**config.mk**
```make
export PLATFORM = sky130hd
export DESIGN_NAME = seq_detect_cnt
export DESIGN_NICKNAME = d
export VERILOG_FILES = /design/src/rtl/seq_detect_cnt.sv
export SDC_FILE = /design/constraint.sdc
export NUM_CORES = 1
export LEC_CHECK = 0
export CAP_MARGIN = 25
export CELL_PAD_IN_SITES_DETAIL_PLACEMENT = 1
export CELL_PAD_IN_SITES_GLOBAL_PLACEMENT = 1
export CORE_ASPECT_RATIO = 1.25
export CORE_MARGIN = 3
export CORE_UTILIZATION = 35
export DETAILED_ROUTE_END_ITERATION = 10
export PLACE_DENSITY = 0.71
export SLEW_MARGIN = 20
export SYNTH_ARGS = -nofsm -noshare
export SYNTH_HDL_FRONTEND = slang
export SYNTH_SLANG_ARGS = --single-unit
```
**constraint.sdc**
```tcl
create_clock -name clk -period 2 [get_ports clk]
set_input_delay 0.2 -clock clk [delete_from_list [all_inputs] [get_ports clk]]
set_output_delay 0.2 -clock clk [all_outputs]
set_load 0.02 [all_outputs]
```
**src/rtl/seq_detect_cnt.sv**
```systemverilog
// seq_detect_cnt: serial pattern detector and match counter; defining SEQ_DETECT_SAT_EN makes count saturate and adds sat
module seq_detect_cnt #(
  parameter int PAT_W = 2,
  parameter logic [PAT_W-1:0] PATTERN = 2'b01,
  parameter int CNT_W = 8
) (
  input  logic             clk,
  input  logic             rst_n,
  input  logic             x,
  input  logic             en,
  input  logic             clr,
  input  logic             overlap,
  output logic             z,
  output logic [CNT_W-1:0] count,
  output logic             primed
`ifdef SEQ_DETECT_SAT_EN
  ,
  output logic             sat
`endif
);
  localparam int FW = $clog2(PAT_W + 1);
  localparam logic [FW-1:0] FULL = FW'(PAT_W);
  typedef enum logic [1:0] {FILLING, ARMED, HIT} state_t;
  state_t state, state_d;
  logic [PAT_W-1:0] hist, hist_d, w;
  logic [FW-1:0] fill, fill_d;
  logic [CNT_W-1:0] count_d;
  logic match;
  // window/match evaluation and next values; clr wins over en and discards a same-cycle match
  always_comb begin
    w = {hist[PAT_W-2:0], x};
    match = en && (fill >= FULL - FW'(1)) && (w == PATTERN);
    hist_d = clr ? '0 : en ? w : hist;
    fill_d = clr ? '0 : !en ? fill : (match && !overlap) ? '0 : (fill == FULL) ? FULL : fill + FW'(1);
`ifdef SEQ_DETECT_SAT_EN
    count_d = clr ? '0 : (match && count != '1) ? count + CNT_W'(1) : count;
`else
    count_d = clr ? '0 : match ? count + CNT_W'(1) : count;
`endif
    state_d = clr ? FILLING : match ? HIT : (fill_d == FULL) ? ARMED : FILLING;
  end
  // state registers with asynchronous active-low reset
  always_ff @(posedge clk or negedge rst_n) begin
    if (!rst_n) begin
      hist  <= '0;
      fill  <= '0;
      count <= '0;
      state <= FILLING;
    end else begin
      hist  <= hist_d;
      fill  <= fill_d;
      count <= count_d;
      state <= state_d;
    end
  end
  assign z = (state == HIT);
  assign primed = (fill == FULL);
`ifdef SEQ_DETECT_SAT_EN
  assign sat = (count == '1);
`endif
endmodule

```
==> flow_summary.ini <==
; generated from flow reports
[yosys]
ys_types = 23
ys_cells = 62
syn_area_um2 = 639
top_cell_area_share_pct = 50.9
yosysWarningCount = 0
syn_nets = 71

[die]
ios = 16
row_count = 16

[clock_tree]
cts_root_buf = clkbuf_4
cts-buffers-inserted = 3
cts_max_path_buffers = 2
cts_tree = built
htree_levels = 1
cts_sinks = 13

[worst_setup_path]
rrSetupSlack_ps = 250
cp_max_fo = 6
crit_path_end = count[7]
start_kind = flip-flop
r2r_start = fill[0]
max_stage_delay_ps = 370
worstPathArrival_ps = 1910
crit_type = reg2reg
reg2regPathDepth = 5
rr_endpoint = count[7]

[route]
detail-route-antenna-nets = 0
firstDrtPassIters = 3
drtIter0Drc = 3

[placement]
io_buffers = 15

[grt]
grt_max_degree = 14
grt-ovfl-total = 0
antenna_found_initial = 0

[run]
max_cap_viol_count = 0

[sta]
setup_viol = 0
maxSlewViolCount = 0
rsz0062_at_grt = false

[outcome]
status = completed

[pwr]
power_density_nw_per_um2 = 595
leakage_nw = 0.366

[layout]
layout-drive-gt1-share_pct = 12.2
-- synth_stat cells --
master and number:
o21bai_1 1, o31ai_1 2, a21oi_1 6, nor3_1 1
or4_1 2, a21bo_2 1, mux2i_1 3, nand2b_1 1
ha_1 3, mux2_2 1, dfrtp_1 13, buf_2 1
nand4bb_2 1, nand2_1 3, xor2_1 1, o21ai_0 3
nand3_1 3, inv_1 3, clkbuf_1 1, nor2b_1 2
nor4_1 1, or3_1 3, nor2_1 6
-- registers in the layout (all words and copies together), names as in the netlist --
name   count
state      2
count      8
hist       1
fill       2
-- how the worst min path moves through the flow --
stage | start | end | slack [ps]
final | rst_n | state[1] | 290
after global routing | rst_n | count[1] | 320
after CTS | rst_n | state[1] | 300
after detailed placement | hist[0] | hist[0] | 520
after global placement | hist[0] | hist[0] | 510
after floorplan | rst_n | count[0] | -100
-- metal layers --
layer	GRT usage, %	wire, um	up-vias
met1	17.2	594	256
met4	6.03	23	0
met3	3.01	51	4
met2	26.0	735	13
li1	-	-	257
met5	0	0	-
-- placed cells by master, fill, tap and decap left out, drive strengths merged --
cell type	count
o21ai	3
nor4	1
o31ai	2
buf	3
nand2	3
or4	2
mux2i	3
clkinv	1
a21oi	6
a21bo	1
nand3	3
ha	3
clkdlybuf4s50	15
nand4bb	1
dfrtp	13
nor2	6
xor2	1
mux2	1
or3	3
clkbuf	3
nor3	1
nand2b	1
nor2b	2
inv	3
o21bai	1
-- cell type report --
cell class | instances | area, um2
fillers | 186 | 788
flip-flops and latches | 13 | 325
multi-input cells | 44 | 294
repair buffers | 18 | 173
clock buffers | 3 | 22.5
well taps | 18 | 22.5
inverters | 3 | 11.3
clock inverters | 1 | 5.00
-- power by group --
part	internal [W]	switching, W	total, W
sequential	0.000270	0.00000479	0.000275
clock	0.0000742	0.0000879	0.000162
combinational	0.0000350	0.0000356	0.0000707
total	0.000380	0.000128	0.000508
-- per-stage QoR --
step                setup WS (ps)  cells  instance area, um2  utilization [%]
detailed placement            233     96                 826             50.3
global route                 72.4    100                 853             52.0
global placement              288     96                 826             50.3
finish                        249    100                 853             52.0
CTS                           221    100                 853             52.0
floorplan                     402     62                 639                -
-- critical path: cells and delay by family (launching register included) --
| family | cells | cell delay (ps) |
|---|---|---|
| simple gates | 2 | 640 |
| fa+ha+maj | 1 | 220 |
| flops | 1 | 350 |
| mux | 1 | 370 |
| buf+inv | 1 | 60 |
-- logic make-up (layout without fill, tap and decap cells) --
family                   Yosys count  count (layout)  synth area share [%]
AND-OR/OR-AND                     13              13                  12.1
XOR/XNOR                           1               1                  1.37
adder cells (fa/ha/maj)            3               3                  5.87
buffers and inverters              5              25                  3.13
flip-flops                        13              13                  50.9
multiplexers                       4               4                  6.46
AND/OR/NAND/NOR                   23              23                  20.2
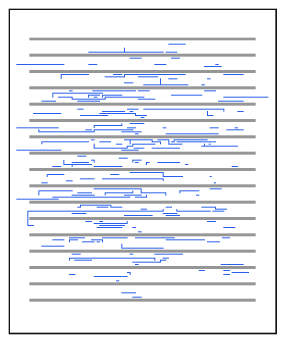
*Met1 routing*
Drawn at 6 px/um. Supply wires on this layer in gray.
share of all routed wire: 42%
longest straight run: 22.5 um
wire length on this layer: 594 um
nets with wire on the layer: 81
main direction: horizontal
GR Util met1: 17.2%
total number of vias: 530
final WL: 1.40 mm

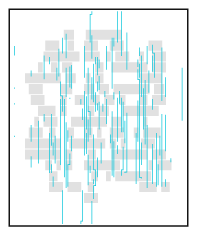
*Signal wires on met2*
Drawn at 4 px/um.
longest straight run: 24.5 um
share of all routed wire: 52%
wire length on this layer: 735 um
met2 GRT Util: 26.0%

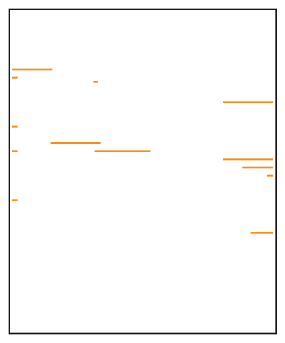
*The metal 3 layer*
Drawn at 6 px/um.
share of all routed wire: 3.7%
main direction: horizontal
nets with wire on the layer: 11
longest straight run: 9.00 um
wire length on this layer: 51.5 um
M3 GR Usage: 3.01%

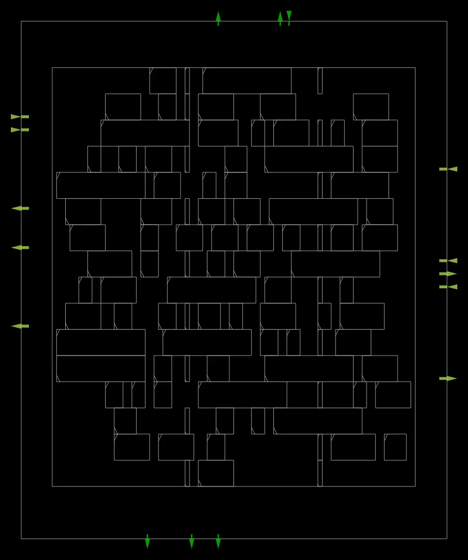
*Cell placement*
Final Non-Filler Cells: 100
flop share of the area: 38.1%
FF+latch count: 13

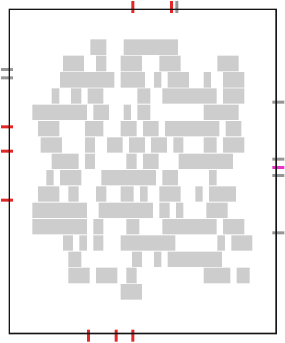
*Pin map*
Drawn at 6 px/um. Pins as bars across the die edge, other pins in gray.
| color | port | pins | direction | edge |
|---|---|---|---|---|
| magenta | primed | 1 | output | right |
| red | count | 8 | output | 3 left, 3 bottom, 2 top |
all pins by edge: 5 left, 5 right, 3 top, 3 bottom
Die H: 53.8 um
Die X: 44.2 um

Power and IR drop assume default switching activity.
